### M3 wires

(2 px per um)
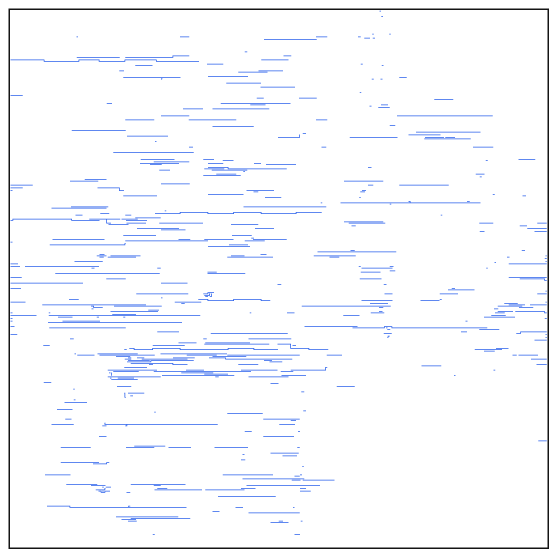
### Selected gate families

(1.5 px per um)
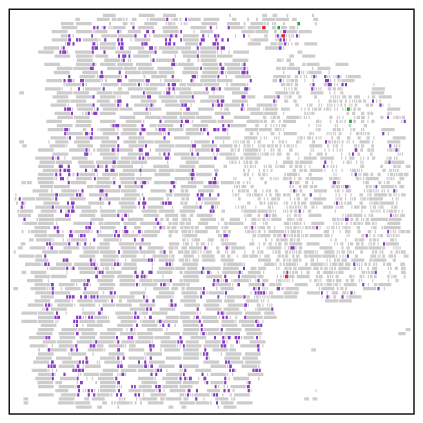
`src/rtl/dtw_pkg.sv`:
```
`default_nettype none
// +----------------------------------------------------------------------------+
// | Module      : dtw_pkg                                                      |
// | Description : Shared constants and types for the DTW result path.          |
// |               DTW_AXI_DWIDTH - stream word width of dtw_core               |
// |               DTW_DWIDTH     - internal DTW sample width                   |
// |               dtw_state_e    - result sink control states                  |
// | Revision    : 1.0 - initial release                                        |
// +----------------------------------------------------------------------------+
package dtw_pkg;

    localparam int DTW_AXI_DWIDTH = 32;
    localparam int DTW_DWIDTH     = 16;

    typedef enum logic [0:0] {
        EMPTY  = 1'b0,
        STREAM = 1'b1
    } dtw_state_e;

endpackage
`default_nettype wire

```
`src/rtl/dtw_sync_fifo.sv`:
```
`default_nettype none
// +----------------------------------------------------------------------------+
// | Module      : dtw_sync_fifo                                                |
// | Description : Single-clock FIFO storage, combinational read of the head.   |
// |               clk, rst_n : clock, async active-low reset                   |
// |               push, din  : write strobe and data                           |
// |               pop, dout  : read strobe and head-of-queue data              |
// |               count      : stored entries (0..DEPTH)                       |
// |               The caller never pushes when full nor pops when empty.       |
// | Revision    : 1.0 - initial release                                        |
// +----------------------------------------------------------------------------+
module dtw_sync_fifo
    import dtw_pkg::*;
#(
    parameter int DWIDTH = DTW_AXI_DWIDTH,
    parameter int DEPTH  = 16
) (
    input  logic                     clk,
    input  logic                     rst_n,
    input  logic                     push,
    input  logic                     pop,
    input  logic [DWIDTH-1:0]        din,
    output logic [DWIDTH-1:0]        dout,
    output logic [$clog2(DEPTH):0]   count
);

    localparam int c_AW = $clog2(DEPTH);

    // Data array carries no reset; validity is tracked by the pointers.
    logic [DWIDTH-1:0] r_mem [DEPTH];
    logic [c_AW-1:0]   r_wr_ptr;
    logic [c_AW-1:0]   r_rd_ptr;
    logic [c_AW:0]     r_count;

    always_ff @(posedge clk) begin
        if (push) begin
            r_mem[r_wr_ptr] <= din;
        end
    end

    // DEPTH is a power of two, so the pointers wrap naturally.
    always_ff @(posedge clk or negedge rst_n) begin
        if (!rst_n) begin
            r_wr_ptr <= '0;
            r_rd_ptr <= '0;
            r_count  <= '0;
        end else begin
            if (push) begin
                r_wr_ptr <= r_wr_ptr + 1'b1;
            end
            if (pop) begin
                r_rd_ptr <= r_rd_ptr + 1'b1;
            end
            case ({push, pop})
                2'b10:   r_count <= r_count + 1'b1;
                2'b01:   r_count <= r_count - 1'b1;
                default: r_count <= r_count;
            endcase
        end
    end

    assign dout  = r_mem[r_rd_ptr];
    assign count = r_count;

endmodule
`default_nettype wire

```
`src/rtl/dtw_result_sink.sv`:
```
`default_nettype none
// +----------------------------------------------------------------------------+
// | Module      : dtw_result_sink                                              |
// | Description : Buffers dtw_core result words and replays them as an         |
// |               AXI-Stream with packet framing (tlast every pkt_len beats).  |
// |               sink_fifo_wren/data/full : write side from dtw_core          |
// |               pkt_len                  : beats per packet, latched per pkt |
// |               m_axis_*                 : stream output (FWFT, 1-cycle lat.)|
// |               level                    : occupancy incl. output register   |
// |               overflow                 : sticky, write seen while full     |
// | Revision    : 1.0 - initial release                                        |
// +----------------------------------------------------------------------------+
module dtw_result_sink
    import dtw_pkg::*;
#(
    parameter int DWIDTH = DTW_AXI_DWIDTH,
    parameter int DEPTH  = 16
) (
    input  logic                     clk,
    input  logic                     rst_n,
    input  logic                     sink_fifo_wren,
    output logic                     sink_fifo_full,
    input  logic [DWIDTH-1:0]        sink_fifo_data,
    input  logic [31:0]              pkt_len,
    output logic [DWIDTH-1:0]        m_axis_tdata,
    output logic                     m_axis_tvalid,
    input  logic                     m_axis_tready,
    output logic                     m_axis_tlast,
    output logic [$clog2(DEPTH):0]   level,
    output logic                     overflow
);

    localparam int              c_LW         = $clog2(DEPTH) + 1;
    localparam logic [0:0]      c_ST_EMPTY   = EMPTY;
    localparam logic [0:0]      c_ST_STREAM  = STREAM;
    localparam logic [c_LW-1:0] c_FULL_LEVEL = c_LW'(DEPTH);

    logic [0:0]        r_state;
    logic [DWIDTH-1:0] r_tdata;
    logic              r_tlast;
    logic              r_full;
    logic              r_overflow;
    logic [c_LW-1:0]   r_level;
    logic [31:0]       r_beat_cnt;
    logic [31:0]       r_len;
    logic              r_run;

    logic              w_push_ok;
    logic              w_xfer;
    logic              w_out_free;
    logic              w_fifo_empty;
    logic              w_fifo_push;
    logic              w_fifo_pop;
    logic              w_load;
    logic [DWIDTH-1:0] w_fifo_dout;
    logic [DWIDTH-1:0] w_load_data;
    logic [c_LW-1:0]   w_fifo_count;
    logic [c_LW-1:0]   w_level_next;
    logic [31:0]       w_next_idx;
    logic [31:0]       w_len_eff;
    logic              w_next_last;

    // r_run stays low for the first edge after reset release so a write
    // presented as reset lifts is not taken.
    assign w_push_ok    = sink_fifo_wren & ~r_full & r_run;
    assign w_xfer       = (r_state == c_ST_STREAM) & m_axis_tready;
    assign w_out_free   = (r_state == c_ST_EMPTY) | w_xfer;
    assign w_fifo_empty = (w_fifo_count == '0);

    // The output register refills from the FIFO head first; an incoming word
    // bypasses the FIFO only when the FIFO holds nothing older.
    assign w_fifo_pop   = w_out_free & ~w_fifo_empty;
    assign w_fifo_push  = w_push_ok & ~(w_out_free & w_fifo_empty);
    assign w_load       = w_out_free & (~w_fifo_empty | w_push_ok);
    assign w_load_data  = w_fifo_empty ? sink_fifo_data : w_fifo_dout;

    // Beat index of the word about to enter the output register.
    assign w_next_idx   = w_xfer ? (r_tlast ? 32'd0 : r_beat_cnt + 32'd1) : r_beat_cnt;
    // The first beat of a packet uses the live pkt_len; later beats use the
    // value latched with that first beat.
    assign w_len_eff    = (w_next_idx == 32'd0) ? pkt_len : r_len;
    assign w_next_last  = (w_len_eff <= 32'd1) | (w_next_idx == w_len_eff - 32'd1);

    always_comb begin
        w_level_next = r_level;
        case ({w_push_ok, w_xfer})
            2'b10:   w_level_next = r_level + 1'b1;
            2'b01:   w_level_next = r_level - 1'b1;
            default: w_level_next = r_level;
        endcase
    end

    dtw_sync_fifo #(
        .DWIDTH (DWIDTH),
        .DEPTH  (DEPTH)
    ) u_fifo (
        .clk    (clk),
        .rst_n  (rst_n),
        .push   (w_fifo_push),
        .pop    (w_fifo_pop),
        .din    (sink_fifo_data),
        .dout   (w_fifo_dout),
        .count  (w_fifo_count)
    );

    always_ff @(posedge clk or negedge rst_n) begin
        if (!rst_n) begin
            r_state    <= c_ST_EMPTY;
            r_tdata    <= '0;
            r_tlast    <= 1'b0;
            r_full     <= 1'b0;
            r_overflow <= 1'b0;
            r_level    <= '0;
            r_beat_cnt <= '0;
            r_len      <= '0;
            r_run      <= 1'b0;
        end else begin
            r_run      <= 1'b1;
            r_level    <= w_level_next;
            r_full     <= (w_level_next == c_FULL_LEVEL);
            r_overflow <= r_overflow | (sink_fifo_wren & r_full);

            if (w_xfer) begin
                r_beat_cnt <= r_tlast ? 32'd0 : r_beat_cnt + 32'd1;
            end

            if (w_load) begin
                r_state <= c_ST_STREAM;
                r_tdata <= w_load_data;
                r_tlast <= w_next_last;
                if (w_next_idx == 32'd0) begin
                    r_len <= pkt_len;
                end
            end else if (w_xfer) begin
                r_state <= c_ST_EMPTY;
                r_tlast <= 1'b0;
            end
        end
    end

    assign sink_fifo_full = r_full;
    assign m_axis_tdata   = r_tdata;
    assign m_axis_tvalid  = (r_state == c_ST_STREAM);
    assign m_axis_tlast   = r_tlast;
    assign level          = r_level;
    assign overflow       = r_overflow;

endmodule
`default_nettype wire

```
`config.mk`:
```
export PLATFORM = sky130hd
export DESIGN_NAME = dtw_result_sink
export DESIGN_NICKNAME = d
export VERILOG_FILES = /design/src/rtl/dtw_pkg.sv /design/src/rtl/dtw_sync_fifo.sv /design/src/rtl/dtw_result_sink.sv
export SDC_FILE = /design/constraint.sdc
export NUM_CORES = 1
export LEC_CHECK = 0
export ABC_AREA = 1
export CAP_MARGIN = 20
export CORE_MARGIN = 1.5
export CORE_UTILIZATION = 40
export DETAILED_ROUTE_END_ITERATION = 10
export SLEW_MARGIN = 40
export SYNTH_ARGS = -nofsm -noshare
export SYNTH_HDL_FRONTEND = slang
export SYNTH_SLANG_ARGS = --single-unit
export TNS_END_PERCENT = 30
```
`constraint.sdc`:
```
create_clock -name clk -period 3.75 [get_ports clk]
set_clock_uncertainty 0.2 [all_clocks]
set_input_delay 0.375 -clock clk [delete_from_list [all_inputs] [get_ports clk]]
set_output_delay 0.375 -clock clk [all_outputs]
set_load 0.1 [all_outputs]
```
==> Slide: Implementation Results <==
Physical Implementation Snapshot

Yosys
  • Syn Area/Cell: 10.57 um^2
  • Gate Count Post-Synth: 2673
  • Cell taking the most area after synthesis: edfxtp_1
  • Largest logic family: simple AND/OR/NAND/NOR gates
  • Seq/Total Area, Yosys: 64.95%
  • Yosys Chip Area: 28260 um^2
  • Top_reg_cell synth: edfxtp_1
  • Adder Area Share: 0.8502%
  • Yosys simple share: 16.85%
  • Registers, synthesis: 631
  • Cell count listed in synth_stat.txt: 2673
  • Mux contribution to synthesized area: 0%
  • Most common cell in the synthesized netlist: edfxtp_1
  • Cell area leaders: edfxtp_1, dfrtp_1, o21ai_0
  • Distinct lib cells: 48
  • YS warnings: 0
  • Xor+xnor area frac: 0.8236%
  • Post-Syn Area: 28260 um^2
  • Post-synth EDFFs: 512
  • Area fraction in compound gates: 12.10%

STA
  • Crit path setup slack, layout: -294.8 ps
  • RSZ-0062 raised after global routing: yes
  • Final setup fails: 1
  • Fin crit period: 4045 ps
  • Max-slew headroom: 49.19%
  • Setup TNS: -294.8 ps
  • Max Freq: 247.2 MHz
  • Final slew viol count: 0
  • Period utilization: 107.9%
  • Hold Fails Final Rpt: 0
  • WHS: 196.1 ps

Finish
  • Most frequent cells in the layout: edfxtp_1, nand2_1, nor2_1, o21ai_0, buf_4
  • Multi-input logic area: 9115 um^2
  • Seq Cell Count: 631
  • Non-clk bufs: 374
  • Inverters: 169
  • Post-route cell area: 34840 um^2
  • Post-layout util: 49.76%
  • Top reg by flops: u_fifo.r_mem
  • Biggest Area Class: sequential cells
  • Layout clock buffers: 97
  • Signal buf overhead: 9.239%
  • Clock-cell share of area: 6.661%
  • Final nets: 3061
  • Layout overhead on the synthesized area: 23.31%
  • #MultiIn Comb: 1731
  • Flop share of the area: 52.71%
  • Area taken by flip-flops and latches: 18370 um^2
  • Fillers: 6186
  • N_diodes: 1
  • Layout cells sized above 1: 19.23%
  • Max reg flops: 512

CTS
  • CTS tree: yes
  • CTS H-Tree Depth: 3
  • Clk slew on worst S/H paths: 60 ps
  • Cts bufs inserted: 68
  • Root buf cell: clkbuf_16
  • Clock sink count: 631

Critical path
  • FF-to-FF path depth: 29
  • WP data required: 4060 ps
  • Crit path top cell by count: nand2_1
  • CP startpoint: m_axis_tready
  • CP max-delay cell: clkdlybuf4s50_1
  • Buf+Inv Stages, Crit Path: 6
  • Crit path capture type: register
  • Reg2reg start: m_axis_tvalid
  • Top delay family on crit path: simple AND/OR/NAND/NOR gates
  • RR Endpoint: m_axis_tlast
  • Crit path DAT: 4360 ps
  • Reg2reg setup slack: -280 ps
  • CP peak stage delay: 630 ps
  • Worst-path fanout max: 8
  • End of the critical path: m_axis_tlast
  • CP Depth: 30
  • Crit Path Category: in2reg

Drt
  • Vias per cell: 5.388
  • Routed wl met3: 4.935 mm
  • Final antenna-violating net count: 0
  • Top sig layer: met5
  • Total Wirelength: 81.28 mm
  • Met2 wire length: 40.02 mm
  • DR iter-0 viols: 1928
  • Total number of vias: 21401
  • Drt wl/cell: 20.46 um
  • Pre-antenna DRT Iters: 7
  • Routed metal-1 wire length: 34.35 mm
  • Drc violations: 0

Outcome
  • Failing checks: setup timing
  • Status: finished, violations left

Die
  • Die Wd: 268.8 um
  • Standard-cell rows: 97
  • FP Util: 40.35%
  • Tap Count: 940
  • Height of the chip: 268.8 um
  • Ports: 109
  • DIE AREA: 72240 um^2
  • Core area: 70030 um^2

Global route
  • Met3 Use GR: 3.534%
  • GRT Max-Usage Layer: met2
  • First-pass GRT wire length: 123.9 mm
  • Largest net degree at the start of global routing: 199
  • Vias in the first global route: 21078
  • Met1 Track Usage GR: 29.65%
  • Grt total ovfl: 0
  • Met2 Usage GRT: 38.31%
  • Tot GR Track Use: 22.53%
  • Initial antenna violation count: 3

Placement
  • Final HPWL DP: 48.04 mm
  • Cell Area, Placed: 31820 um^2
  • DP Cell Count: 3820
  • Setup WS pre-CTS: -1166 ps
  • Routability-driven placement congestion ratio: 0.9402
  • Port Buf Inserts: 108

Pwr
  • PD cells: 835.4 nW/um^2
  • Max VDD drop: 0.5853 mV
  • Leakage dissipation: 13.37 nW
  • Total power: 0.02911 W

Min path
  • HP Class: in2async

Job
  • Stage-log warning count: 38
-- 'M3 wires' (at the start) --
main direction: horizontal
share of all routed wire: 6.1%

-- 'Selected gate families' (at the start) --
[inverting AOI/OAI gates] purple | cells: 604
[AND and OR gates] green | cells: 4 | where: north-east
[AND-OR and OR-AND gates] red | cells: 3
Finished Layout Cells: 3972
multi-input gate share of total cell area: 26.16%
most numerous logic cell after layout: edfxtp_1

[repair_timing]
item	4_1_cts	5_1_grt
hold endpoints to repair	77	0
pin swaps	31	44
hold buffers	1	0
endpoints found under the setup margin	1	1
gates cloned	4	0
resized	64	44
setup buffers	13	6
[where the power goes]
| part | total, W | internal, W | switching [W] | leakage, nW |
|---|---|---|---|---|
| clock network | 0.00681 | 0.00404 | 0.00277 | 1.13 |
| registers | 0.00892 | 0.00841 | 0.000506 | 6.11 |
| logic | 0.0134 | 0.00441 | 0.00897 | 6.13 |
[worst min path at each step]
stage,start,endpoint,depth (start not counted)
floorplan,rst_n,level[0],0
global placement,overflow,overflow,1
detailed placement,overflow,overflow,1
CTS,sink_fifo_wren,overflow,2
global route,sink_fifo_wren,overflow,2
finish,rst_n,r_len[10],2
Power is estimated from default activity; no workload was simulated.
